**src/rtl/fetch_queue.sv**
```systemverilog
// fetch_queue: LC-3b instruction-fetch front end with a DEPTH-entry {instr, pc} queue feeding IF/ID.
// Optional macro FETCH_QUEUE_BYPASS_EN forwards a response straight to decode when the queue is empty.
module fetch_queue #(
  parameter int unsigned           ADDR_WIDTH  = 16,
  parameter int unsigned           INSTR_WIDTH = 16,
  parameter int unsigned           DEPTH       = 4,
  parameter logic [ADDR_WIDTH-1:0] RESET_PC    = '0,
  parameter int unsigned           PC_STEP     = 2
) (
  input  logic                       clk,
  input  logic                       reset,
  output logic [ADDR_WIDTH-1:0]      imem_address,
  output logic                       imem_read,
  input  logic [INSTR_WIDTH-1:0]     imem_rdata,
  input  logic                       imem_resp,
  output logic [1:0]                 imem_byte_enable,
  input  logic                       redirect_valid,
  input  logic [ADDR_WIDTH-1:0]      redirect_pc,
  input  logic                       deq_ready,
  output logic                       deq_valid,
  output logic [INSTR_WIDTH-1:0]     deq_instr,
  output logic [ADDR_WIDTH-1:0]      deq_pc,
  output logic [$clog2(DEPTH+1)-1:0] count
);
  localparam int unsigned CW  = $clog2(DEPTH + 1);
  localparam int unsigned CW1 = CW + 1;
  localparam int unsigned PW  = $clog2(DEPTH);
  localparam logic [CW-1:0]         DEPTH_C  = CW'(DEPTH);
  localparam logic [CW1-1:0]        DEPTH_C1 = CW1'(DEPTH);
  localparam logic [ADDR_WIDTH-1:0] STEP_C   = ADDR_WIDTH'(PC_STEP);

  typedef enum logic [1:0] {IDLE, REQ, DRAIN} state_e;

  state_e                 state_q, state_d;
  logic [ADDR_WIDTH-1:0]  fetch_pc_q, fetch_pc_d;
  logic [ADDR_WIDTH-1:0]  req_pc_q, req_pc_d;
  logic [ADDR_WIDTH-1:0]  pend_pc_q, pend_pc_d;
  logic [CW-1:0]          count_q, count_d;
  logic [PW-1:0]          wr_ptr_q, wr_ptr_d;
  logic [PW-1:0]          rd_ptr_q, rd_ptr_d;
  logic [INSTR_WIDTH-1:0] instr_mem [DEPTH];
  logic [ADDR_WIDTH-1:0]  pc_mem    [DEPTH];

  logic                   resp_ok, pop, enq, bypass, not_empty;
  logic [CW1-1:0]         cnt_after;
  logic [ADDR_WIDTH-1:0]  next_pc;

  assign not_empty = (count_q != '0);
  assign resp_ok   = imem_resp && !redirect_valid;
  assign pop       = not_empty && deq_ready;
`ifdef FETCH_QUEUE_BYPASS_EN
  assign bypass    = (state_q == REQ) && resp_ok && !not_empty && deq_ready;
`else
  assign bypass    = 1'b0;
`endif
  assign enq       = (state_q == REQ) && resp_ok && !bypass;
  assign cnt_after = CW1'(count_q) + CW1'(enq) - CW1'(pop);
  assign next_pc   = req_pc_q + STEP_C;

  // Next-state: a new request is only issued while a queue slot is reserved for its response.
  always_comb begin
    state_d    = state_q;
    fetch_pc_d = fetch_pc_q;
    req_pc_d   = req_pc_q;
    pend_pc_d  = pend_pc_q;
    count_d    = redirect_valid ? '0 : cnt_after[CW-1:0];
    wr_ptr_d   = redirect_valid ? '0 : wr_ptr_q + PW'(enq);
    rd_ptr_d   = redirect_valid ? '0 : rd_ptr_q + PW'(pop);
    case (state_q)
      IDLE: begin
        if (redirect_valid) begin
          fetch_pc_d = redirect_pc;
        end else if (count_q < DEPTH_C) begin
          req_pc_d = fetch_pc_q;
          state_d  = REQ;
        end
      end
      REQ: begin
        if (imem_resp && redirect_valid) begin
          fetch_pc_d = redirect_pc;
          state_d    = IDLE;
        end else if (redirect_valid) begin
          pend_pc_d = redirect_pc;
          state_d   = DRAIN;
        end else if (imem_resp) begin
          fetch_pc_d = next_pc;
          if (cnt_after < DEPTH_C1) begin
            req_pc_d = next_pc;
          end else begin
            state_d = IDLE;
          end
        end
      end
      DRAIN: begin
        // The old request stays on the bus; its data is dropped when it returns.
        if (imem_resp) begin
          fetch_pc_d = redirect_valid ? redirect_pc : pend_pc_q;
          state_d    = IDLE;
        end else if (redirect_valid) begin
          pend_pc_d = redirect_pc;
        end
      end
      default: state_d = IDLE;
    endcase
  end

  always_ff @(posedge clk or posedge reset) begin
    if (reset) begin
      state_q    <= IDLE;
      fetch_pc_q <= RESET_PC;
      req_pc_q   <= RESET_PC;
      pend_pc_q  <= RESET_PC;
      count_q    <= '0;
      wr_ptr_q   <= '0;
      rd_ptr_q   <= '0;
    end else begin
      state_q    <= state_d;
      fetch_pc_q <= fetch_pc_d;
      req_pc_q   <= req_pc_d;
      pend_pc_q  <= pend_pc_d;
      count_q    <= count_d;
      wr_ptr_q   <= wr_ptr_d;
      rd_ptr_q   <= rd_ptr_d;
    end
  end

  always_ff @(posedge clk) begin
    if (enq) begin
      instr_mem[wr_ptr_q] <= imem_rdata;
      pc_mem[wr_ptr_q]    <= req_pc_q;
    end
  end

  // Head outputs read zero when nothing is available.
  always_comb begin
    deq_valid = not_empty;
    deq_instr = '0;
    deq_pc    = '0;
    if (not_empty) begin
      deq_instr = instr_mem[rd_ptr_q];
      deq_pc    = pc_mem[rd_ptr_q];
    end
`ifdef FETCH_QUEUE_BYPASS_EN
    else if (bypass) begin
      deq_valid = 1'b1;
      deq_instr = imem_rdata;
      deq_pc    = req_pc_q;
    end
`endif
  end

  assign imem_read        = (state_q == REQ) || (state_q == DRAIN);
  assign imem_address     = req_pc_q;
  assign imem_byte_enable = 2'b11;
  assign count            = count_q;

  assert property (@(posedge clk) disable iff (reset) !(enq && (count_q == DEPTH_C)));

endmodule

```
**config.mk**
```make
export PLATFORM = sky130hd
export DESIGN_NAME = fetch_queue
export DESIGN_NICKNAME = d
export VERILOG_FILES = /design/src/rtl/fetch_queue.sv
export SDC_FILE = /design/constraint.sdc
export NUM_CORES = 1
export LEC_CHECK = 0
export ABC_CLOCK_PERIOD_IN_PS = 8000
export CAP_MARGIN = 40
export CORE_MARGIN = 8
export CORE_UTILIZATION = 45
export DETAILED_ROUTE_END_ITERATION = 12
export DONT_BUFFER_PORTS = 1
export SLEW_MARGIN = 40
export SYNTH_ARGS = -nofsm -noshare
export SYNTH_HDL_FRONTEND = slang
export SYNTH_SLANG_ARGS = --single-unit
```
**constraint.sdc**
```tcl
create_clock -name clk -period 8 [get_ports clk]
set_input_delay 1.6 -clock clk [delete_from_list [all_inputs] [get_ports clk]]
set_output_delay 1.6 -clock clk [all_outputs]
set_load 0.02 [all_outputs]
```
cell_classes.png
Drawn at 2 px/um.
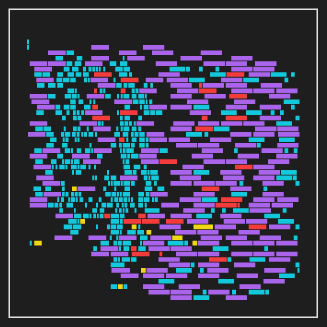
| class | colour | cells | share of their area |
|---|---|---|---|
| other buffers and delay cells | yellow | 10 | 1.2% |
| clock drivers and dummy loads | red | 31 | 6.6% |
| flip-flops | purple | 185 | 58% |
| all other logic | cyan | 371 | 34% |
placeable core region: 0.01858 sq mm
flop share of the area: 0.5642
row count: 50
share of the core filled with cells in the final layout: 0.5028
Layout Cell Area excl Fill: 0.009343 sq mm

final_congestion.png
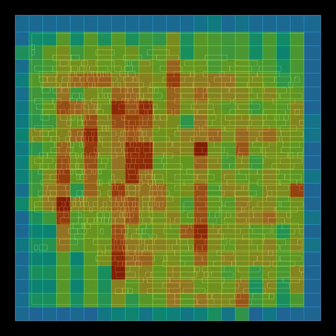
grt met3 use: 0.05610
Most Crowded Layer GR: met2
WL/cell: 21.69 um
met2 Usage GRT: 0.2537
GRT Resource Usage Total: 0.1576

==> flow_summary.json <==
{
  "crit_path_cell_trace": "nand3b_1 -> ha_1 -> inv_1 -> ha_1 -> fa_1 -> xor2_1 -> nor2_1 -> o21ai_2 -> or4_1 -> nand4_1",
  "clock_sinks": 185,
  "worst_skew_pair.late_latency_ps": 420,
  "report.final.slew_viol_count": 0,
  "power_leader": "sequential cells",
  "final-setup-viol-count": 0,
  "totalWireLength_um": 18020,
  "die_w_um": 153.3,
  "layout.non_clock_inverters": 17,
  "drc": 0,
  "design.portCount": 92,
  "ys_types": 64,
  "mostFrequentLayoutCell": "sky130_fd_sc_hd__edfxtp_1",
  "instance_count_along_the_most_critical_hold_path": 2,
  "stage_log_warnings": 29,
  "worst_ir_drop_vdd_mv": 0.1729,
  "critPathSlowestCell": "sky130_fd_sc_hd__or4_1",
  "critical_path.max_stage_delay_ps": 460,
  "cts_made_buffers": 17,
  "clk_path_buf_depth": 2,
  "clock-root-buffer": "sky130_fd_sc_hd__clkbuf_16",
  "synth_top_cell_by_area": "sky130_fd_sc_hd__edfxtp_1",
  "layout.cells.most_common_list": "sky130_fd_sc_hd__edfxtp_1 (128), sky130_fd_sc_hd__dfrtp_1 (56), sky130_fd_sc_hd__nor2b_1 (41), sky130_fd_sc_hd__nor2_1 (33)",
  "cp.arrival_ps": 4360,
  "synth.avg_cell_area_sq_um": 14.33,
  "floorplan.die_area_sq_mm": 0.02350,
  "p_leak_uw": 0.003251,
  "grt_max_degree": 58,
  "yosys.stat.seqShare": 0.6212,
  "post_cts_resized": 0,
  "layout.buffer.nonclock.area_share": 0.01138,
  "final_net_count": 634,
  "synthCells": 592,
  "ys.flops": 185,
  "gr-usage-met1": 0.1991,
  "whs_endpoint": "fetch_pc_q[1]",
  "power.density_cell_area_mw_per_mm2": 383.0,
  "tritoncts_clock_tree": "yes",
  "fmax_mhz": 249.7,
  "n_clock_buffer": 17,
  "post_cts_hold_buffer_count": 0,
  "outcome": "finished clean",
  "cts_max_level": 4,
  "nNonClkBuffers": 10,
  "grt_antenna_before_repair": 0,
  "met2_wire_length_um": 8634,
  "worst_ep_required_time_ps": 8350,
  "crit_end": "imem_address[9]",
  "final_layout_size_suffix_gt1_frac": 0.1926,
  "comb-cell-share": 0.3224,
  "power.combinational.fraction": 0.347,
  "pwr-share-seq": 0.414,
  "final.fill_count": 1558,
  "critPathMaxFanout": 35,
  "final.min_clock_period_ps": 4005,
  "largest_class": "registers",
  "met3RoutedLength_um": 1308,
  "seqCellArea_sq_mm": 0.005271,
  "final.setup_skew_ps": 8.812,
  "rsz0062_at_grt": "false",
  "comb.multi_input.count": 354,
  "power_frac_clock": 0.238,
  "dominantRegCellSynth": "sky130_fd_sc_hd__edfxtp_1",
  "worst_r2r_startpoint": "state_q[1]",
  "tapCellCount": 234
}
zoom.png
Region (26, 102) to (51, 127) um. Cells in grey, sequential cells in the stronger grey; small squares are vias.
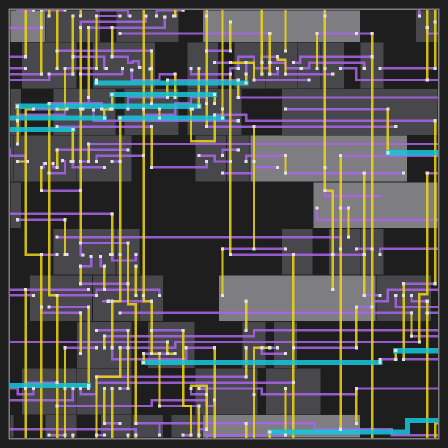
| layer | colour |
|---|---|
| met1 | purple |
| met2 | yellow |
| met3 | cyan |
netlist names of flops here include: `fetch_pc_q` (5)
cells with their middle in the window: 44
most frequent: o21ai_0 (9), a22o_1 (6), nand2_1 (6)
sequential cells in the window: 5

drive_strength.png
Drawn at 2 px/um.
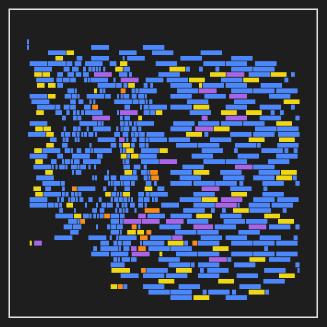
| size | colour | cells | share | most used |
|---|---|---|---|---|
| drive 2 | yellow | 73 | 12% | mux4_2 |
| drive 6 and up | purple | 27 | 4.5% | clkbuf_16 |
| drive 3 to 4 | orange | 15 | 2.5% | buf_4 |
| drive 1 or less | blue | 482 | 81% | edfxtp_1 |
Final Worst Setup Slack: 3995 ps
P&R area growth vs syn: 10.13%

-- cell families after synthesis --
| kind of cell | share of synthesized area |
|---|---|
| flip-flops | 0.6212 |
| AND/OR/NAND/NOR | 0.1050 |
| AND-OR/OR-AND | 0.08805 |
| multiplexers | 0.1223 |
| buffers and inverters | 0.02788 |
| XOR/XNOR | 0.01652 |
| adder cells (fa/ha/maj) | 0.01858 |
| other | 0.0004421 |
-- state kept, by name, summed over array words and instances, names as in the netlist --
register	count
state_q	2
imem_address	16
pc_mem	64
pend_pc_q	16
wr_ptr_q	2
fetch_pc_q	16
instr_mem	64
count	3
rd_ptr_q	2
-- worst max-delay path, delay by kind of cell --
kind                       cells  cell delay, ps
and+or+nand+nor                4            1230
xor gates and xnor gates       1             180
buffers and inverters          1              40
AOI/OAI and AO/OA              1             290
adders and majority gates      3            1010
-- cell usage after synthesis (all sizes together) (2+ instances only) --
cell	n
nand4	7
o32a	4
and3	3
nor2b	41
o31ai	3
nor3b	2
a21oi	8
a31oi	2
o311ai	2
a22o	14
nor2	34
a222oi	5
a211oi	3
o31a	3
nand2	32
or3	6
o211ai	2
xor2	6
mux2	21
nor4	3
xnor2	10
clkbuf	19
buf	18
a211o	2
ha	11
a22oi	2
nand3b	4
o221a	4
nor3	8
inv	17
mux2i	8
dfrtp	57
mux4	32
o21ai	21
a32oi	2
or4	3
nand3	17
o22ai	2
edfxtp	128
o32ai	4
a221oi	7
-- per-stage QoR --
stage	setup WS [ps]	instances	power, uW	hold WS, ps	cell area, sq um
finish	3995	831	3579	490.2	9343
floorplan	3252	593	2451	446.0	8487
detailed placement	3425	800	2756	478.5	8738
CTS	3887	831	3615	495.2	9335
global placement	3577	798	2726	471.1	8692
global route	3816	831	3807	516.3	9343
No activity file was given, so power comes from the tool's default toggle rates.
